$ cat src/rtl/id_stage.sv
// Instruction-decode stage: register file, RV32I subset decoder, immediate
// generation, load-use hazard detection and the ID/EX pipeline register.
module id_stage #(
   parameter int ADDR_W = 8,
   parameter int XLEN   = 32
) (
   input  logic              clk,
   input  logic              rst,
   input  logic [31:0]       instruction_in,
   input  logic [ADDR_W-1:0] pc_in,
   input  logic              valid_in,
   input  logic              flush,
   input  logic              wb_en,
   input  logic [4:0]        wb_rd,
   input  logic [XLEN-1:0]   wb_data,
   output logic              stall,
   output logic              ex_valid,
   output logic [ADDR_W-1:0] ex_pc,
   output logic [XLEN-1:0]   ex_rs1_data,
   output logic [XLEN-1:0]   ex_rs2_data,
   output logic [XLEN-1:0]   ex_imm,
   output logic [4:0]        ex_rs1,
   output logic [4:0]        ex_rs2,
   output logic [4:0]        ex_rd,
   output logic [2:0]        ex_funct3,
   output logic              ex_funct7b5,
   output logic [1:0]        ex_alu_op,
   output logic              ex_reg_write,
   output logic              ex_mem_read,
   output logic              ex_mem_write,
   output logic              ex_mem_to_reg,
   output logic              ex_alu_src,
   output logic              ex_branch
);

   localparam logic [6:0] OP_R      = 7'b0110011;
   localparam logic [6:0] OP_I      = 7'b0010011;
   localparam logic [6:0] OP_LOAD   = 7'b0000011;
   localparam logic [6:0] OP_STORE  = 7'b0100011;
   localparam logic [6:0] OP_BRANCH = 7'b1100011;

   // Instruction fields
   logic [6:0] opcode_s;
   logic [4:0] rs1_s, rs2_s, rd_s;
   assign opcode_s = instruction_in[6:0];
   assign rd_s     = instruction_in[11:7];
   assign rs1_s    = instruction_in[19:15];
   assign rs2_s    = instruction_in[24:20];

   // Decoded controls
   logic            supported_s, rs2_used_s;
   logic            reg_write_s, mem_read_s, mem_write_s, mem_to_reg_s, alu_src_s, branch_s;
   logic [1:0]      alu_op_s;
   logic [XLEN-1:0] imm_s;
   logic [XLEN-1:0] rs1_data_s, rs2_data_s;
   logic            stall_s;

   logic [XLEN-1:0] regs_r [32];

   // ID/EX pipeline registers
   logic              ex_valid_r;
   logic [ADDR_W-1:0] ex_pc_r;
   logic [XLEN-1:0]   ex_rs1_data_r, ex_rs2_data_r, ex_imm_r;
   logic [4:0]        ex_rs1_r, ex_rs2_r, ex_rd_r;
   logic [2:0]        ex_funct3_r;
   logic              ex_funct7b5_r;
   logic [1:0]        ex_alu_op_r;
   logic              ex_reg_write_r, ex_mem_read_r, ex_mem_write_r;
   logic              ex_mem_to_reg_r, ex_alu_src_r, ex_branch_r;

   // Register file: cleared on reset, written from writeback; x0 never written
   always_ff @(posedge clk) begin
      if (rst) begin
         for (int i = 0; i < 32; i++) begin
            regs_r[i] <= {XLEN{1'b0}};
         end
      end else if (wb_en && (wb_rd != 5'd0)) begin
         regs_r[wb_rd] <= wb_data;
      end
   end

   // Read port rs1: x0 reads zero, same-cycle writeback is forwarded (write-first)
   always_comb begin
      if (rs1_s == 5'd0) begin
         rs1_data_s = {XLEN{1'b0}};
      end else if (wb_en && (wb_rd == rs1_s)) begin
         rs1_data_s = wb_data;
      end else begin
         rs1_data_s = regs_r[rs1_s];
      end
   end

   // Read port rs2: same forwarding rules as rs1
   always_comb begin
      if (rs2_s == 5'd0) begin
         rs2_data_s = {XLEN{1'b0}};
      end else if (wb_en && (wb_rd == rs2_s)) begin
         rs2_data_s = wb_data;
      end else begin
         rs2_data_s = regs_r[rs2_s];
      end
   end

   // Opcode decode into control signals and the sign-extended immediate
   always_comb begin
      supported_s  = 1'b0;
      rs2_used_s   = 1'b0;
      reg_write_s  = 1'b0;
      mem_read_s   = 1'b0;
      mem_write_s  = 1'b0;
      mem_to_reg_s = 1'b0;
      alu_src_s    = 1'b0;
      branch_s     = 1'b0;
      alu_op_s     = 2'b00;
      imm_s        = {XLEN{1'b0}};
      case (opcode_s)
         OP_R: begin
            supported_s = 1'b1;
            rs2_used_s  = 1'b1;
            reg_write_s = 1'b1;
            alu_op_s    = 2'b10;
         end
         OP_I: begin
            supported_s = 1'b1;
            reg_write_s = 1'b1;
            alu_src_s   = 1'b1;
            alu_op_s    = 2'b11;
            imm_s       = {{(XLEN-12){instruction_in[31]}}, instruction_in[31:20]};
         end
         OP_LOAD: begin
            supported_s  = 1'b1;
            reg_write_s  = 1'b1;
            mem_read_s   = 1'b1;
            mem_to_reg_s = 1'b1;
            alu_src_s    = 1'b1;
            alu_op_s     = 2'b00;
            imm_s        = {{(XLEN-12){instruction_in[31]}}, instruction_in[31:20]};
         end
         OP_STORE: begin
            supported_s = 1'b1;
            rs2_used_s  = 1'b1;
            mem_write_s = 1'b1;
            alu_src_s   = 1'b1;
            alu_op_s    = 2'b00;
            imm_s       = {{(XLEN-12){instruction_in[31]}}, instruction_in[31:25], instruction_in[11:7]};
         end
         OP_BRANCH: begin
            supported_s = 1'b1;
            rs2_used_s  = 1'b1;
            branch_s    = 1'b1;
            alu_op_s    = 2'b01;
            imm_s       = {{(XLEN-13){instruction_in[31]}}, instruction_in[31], instruction_in[7],
                           instruction_in[30:25], instruction_in[11:8], 1'b0};
         end
         default: begin
            supported_s = 1'b0;
         end
      endcase
   end

   // Load-use hazard: a load in EX whose rd feeds this instruction; flush wins
   always_comb begin
      if (rst || flush || !valid_in) begin
         stall_s = 1'b0;
      end else if (ex_valid_r && ex_mem_read_r && (ex_rd_r != 5'd0) &&
                   ((ex_rd_r == rs1_s) || (rs2_used_s && (ex_rd_r == rs2_s)))) begin
         stall_s = 1'b1;
      end else begin
         stall_s = 1'b0;
      end
   end

   // ID/EX register: load the decoded instruction or insert a zeroed bubble
   always_ff @(posedge clk) begin
      if (rst || flush || !valid_in || stall_s || !supported_s) begin
         ex_valid_r      <= 1'b0;
         ex_pc_r         <= {ADDR_W{1'b0}};
         ex_rs1_data_r   <= {XLEN{1'b0}};
         ex_rs2_data_r   <= {XLEN{1'b0}};
         ex_imm_r        <= {XLEN{1'b0}};
         ex_rs1_r        <= 5'd0;
         ex_rs2_r        <= 5'd0;
         ex_rd_r         <= 5'd0;
         ex_funct3_r     <= 3'd0;
         ex_funct7b5_r   <= 1'b0;
         ex_alu_op_r     <= 2'b00;
         ex_reg_write_r  <= 1'b0;
         ex_mem_read_r   <= 1'b0;
         ex_mem_write_r  <= 1'b0;
         ex_mem_to_reg_r <= 1'b0;
         ex_alu_src_r    <= 1'b0;
         ex_branch_r     <= 1'b0;
      end else begin
         ex_valid_r      <= 1'b1;
         ex_pc_r         <= pc_in;
         ex_rs1_data_r   <= rs1_data_s;
         ex_rs2_data_r   <= rs2_data_s;
         ex_imm_r        <= imm_s;
         ex_rs1_r        <= rs1_s;
         ex_rs2_r        <= rs2_s;
         ex_rd_r         <= rd_s;
         ex_funct3_r     <= instruction_in[14:12];
         ex_funct7b5_r   <= instruction_in[30];
         ex_alu_op_r     <= alu_op_s;
         ex_reg_write_r  <= reg_write_s;
         ex_mem_read_r   <= mem_read_s;
         ex_mem_write_r  <= mem_write_s;
         ex_mem_to_reg_r <= mem_to_reg_s;
         ex_alu_src_r    <= alu_src_s;
         ex_branch_r     <= branch_s;
      end
   end

   assign stall         = stall_s;
   assign ex_valid      = ex_valid_r;
   assign ex_pc         = ex_pc_r;
   assign ex_rs1_data   = ex_rs1_data_r;
   assign ex_rs2_data   = ex_rs2_data_r;
   assign ex_imm        = ex_imm_r;
   assign ex_rs1        = ex_rs1_r;
   assign ex_rs2        = ex_rs2_r;
   assign ex_rd         = ex_rd_r;
   assign ex_funct3     = ex_funct3_r;
   assign ex_funct7b5   = ex_funct7b5_r;
   assign ex_alu_op     = ex_alu_op_r;
   assign ex_reg_write  = ex_reg_write_r;
   assign ex_mem_read   = ex_mem_read_r;
   assign ex_mem_write  = ex_mem_write_r;
   assign ex_mem_to_reg = ex_mem_to_reg_r;
   assign ex_alu_src    = ex_alu_src_r;
   assign ex_branch     = ex_branch_r;

endmodule

$ cat config.mk
export PLATFORM = sky130hd
export DESIGN_NAME = id_stage
export DESIGN_NICKNAME = d
export VERILOG_FILES = /design/src/rtl/id_stage.sv
export SDC_FILE = /design/constraint.sdc
export NUM_CORES = 2
export LEC_CHECK = 0
export CAP_MARGIN = 20
export CORE_MARGIN = 2
export CORE_UTILIZATION = 60
export DETAILED_ROUTE_END_ITERATION = 16
export MAX_ROUTING_LAYER = met4
export PLACE_DENSITY = 0.79
export SYNTH_ARGS = -nofsm -noshare
export SYNTH_HDL_FRONTEND = slang
export SYNTH_SLANG_ARGS = --single-unit
$ cat constraint.sdc
create_clock -name clk -period 2.5 [get_ports clk]
set_input_delay 0.25 -clock clk [delete_from_list [all_inputs] [get_ports clk]]
set_output_delay 0.25 -clock clk [all_outputs]
set_load 0.05 [all_outputs]
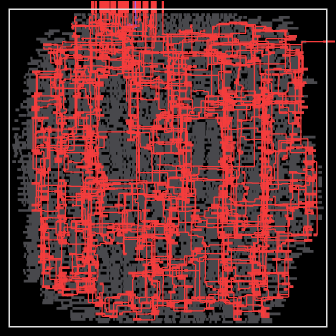
(images/port_trees.png)
Drawn at 1 px/um.
legend:
  `ex_alu_src`:
    color: purple
    direction: output
    edge: top
    end_cells: 1
    buffers: 1
    wire: 20.6 um
  `instruction_in`:
    color: red
    direction: input
    edge: 31 top, 1 right
    end_cells: 927
    buffers: 149
    wire: 27.3 mm
boundary pin count: 215
Port Buffers: 214

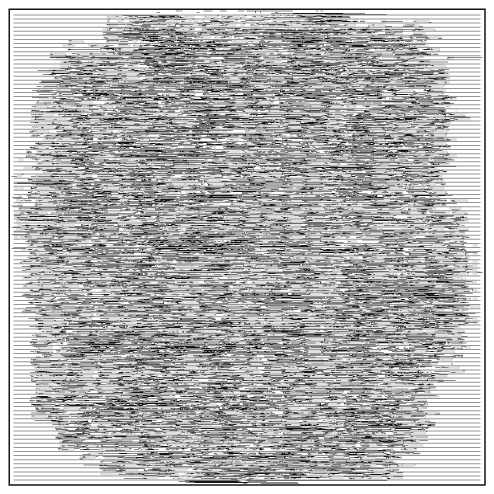
(images/m1.png)
Drawn at 1.5 px/um. Supply wires on this layer in gray. Cells faint in the background.
wire length on this layer: 64.3 mm
longest straight run: 94.3 um
share of all routed wire: 34%
main direction: horizontal
nets with wire on the layer: 4167
drt total wl: 191 mm
DR vias: 39800

==> results.txt <==
fresh numbers from the pnr run: Yosys cell types=53, Comb gate area=23900 um2, setup slack after layout=-50.9 ps, min-delay worst type=in -> reg, Post-Syn Instances=3952, layout cell share with drive strength beyond 1=25.9%, Logic pwr share=11.7%, crit start category=flop, Min Clock Period, post-route=2550 ps, ys flop type=edfxtp_1, fin crit share=102%, slew margin rel.=51.5%, Core Util at FP=60.5%, vias per inst=7.08, largest net degree at the start of global routing=53, violated checks=setup timing, number of enable flip-flop cells=1024, pre-CTS setup slack=-194 ps, WP data arrival=2300 ps, die area=99900 um2, RSZ-0062 raised after global routing=true, Worst Max-Slew Pin Slew=728 ps, Sink Count=1136, final count of hold timing violations=0, Final Cell Area=68800 um2, fillers=5951, CTS max path bufs=3, CTS tree=yes, Die X=316 um, Detailed Route Iter0 Violations=6310, Int Power=34.8 mW, Synth Area per Inst=14.8 um2, Register Area=33000 um2, die height=316 um, vias in the first global route=39400, initial antenna violation count=10, DRT antenna net count=0, maxcap violations=0, DRC violations left=0, # Cells Yosys=3952, Lkg Pwr=24.5 nW, endpoints failing setup=1, routability cong.=0.946, Overflow after GRT=0, CP Max Fanout=3, status=complete, but fails checks, Setup TNS Final=-50.9 ps, Post-Synthesis Cell Area=58400 um2
path summary, 6_finish.rpt:
path | from | depth (start not counted) | end
worst min-delay path | instruction_in[17] | 2 | ex_rs1[2]$_SDFF_PP0_
worst max register to register | ex_rd[1]$_SDFF_PP0_ | 7 | ex_rs2_data[7]$_SDFF_PP0_
worst min register to register | regs_r[8][20]$_SDFFCE_PN0P_ | 5 | ex_rs2_data[20]$_SDFF_PP0_
worst max-delay path | ex_rd[1]$_SDFF_PP0_ | 6 | stall
Yosys cell counts, types with 30 or more instances:
cell type	instances
clkbuf_1	281
a21oi_1	53
edfxtp_1	1024
mux2i_1	273
mux4_2	457
a32o_1	30
nor3_1	39
dfxtp_1	112
and2_1	1025
nor2_1	77
o22ai_1	62
o2111ai_1	30
a221oi_1	47
nand3_1	38
a22oi_1	34
buf_4	47
or2_2	33
buf_2	77
nand2_1	57
stage by stage:
step                std cells  utilization (%)
CTS                      5612             71.1
finish                   5618             71.2
global placement         5396             67.0
detailed placement       5396             67.0
floorplan                3983                -
global route             5617             71.2
per-layer routing:
metal	global-route usage (%)	share of wire, %	wire, um
met1	51.3	34	64300
met5	-	0	0
met3	12.2	15	29200
met4	20.4	5.8	11200
met2	57.6	45	86600
layout by cell type, fill, tap and decap left out, types with 33 or more instances in the layout:
master | synthesis | final
nor3_1 | 39 | 39
clkdlybuf4s50_1 | 0 | 183
mux4_2 | 457 | 457
o22ai_1 | 62 | 62
and2_1 | 1025 | 1025
a21oi_1 | 53 | 52
nand3_1 | 38 | 36
nor2_1 | 77 | 45
mux2i_1 | 273 | 273
nand2_1 | 57 | 56
clkbuf_16 | 0 | 118
a22oi_1 | 34 | 34
or2_2 | 33 | 33
buf_12 | 0 | 113
dfxtp_1 | 112 | 108
edfxtp_1 | 1024 | 1024
a221oi_1 | 47 | 47
buf_4 | 47 | 249
layout make-up:
cell class,instances,share of cell area [%]
diodes,6,0.0218
clock buffers,147,4.65
clock inverters,68,1.14
inverters,4,0.0255
multi-input cells,2408,34.8
flip-flops and latches,1136,48.0
well taps,1276,2.32
repair buffers,573,9.07
cells by family after synthesis:
kind of cell,after synthesis,share of synthesized area [%]
buf+inv,439,3.39
simple gates,1332,13.9
other cells,1,0.00642
xor+xnor,20,0.300
flops,1136,56.5
mux,732,22.3
compound gates,292,3.64
critical path, stage by stage, from the launching register on:
cell	delay [ps]
dfxtp_2	320
buf_6	120
xnor2_2	160
nand3_2	90
or4_4	560
a21oi_4	200
buf_12	160
power groups by stage:
stage,clock network [mW],registers (mW),logic (mW)
6_report,18.2,22.2,5.35
5_1_grt,18.9,22.2,5.49
4_1_cts,18.2,22.1,5.22
3_5_place_dp,0,22.5,5.17
3_3_place_gp,0,22.4,5.10
2_1_floorplan,0,22.3,3.11
repair_timing:
action,CTS,global route
endpoints found under the setup margin,21,1
buffers inserted,0,1
hold endpoints to repair,1,0
gates resized,25,7
hold buffers,1,0
pin swaps,1,4
Power figures rest on the tool's default switching activity, not on a simulated workload.
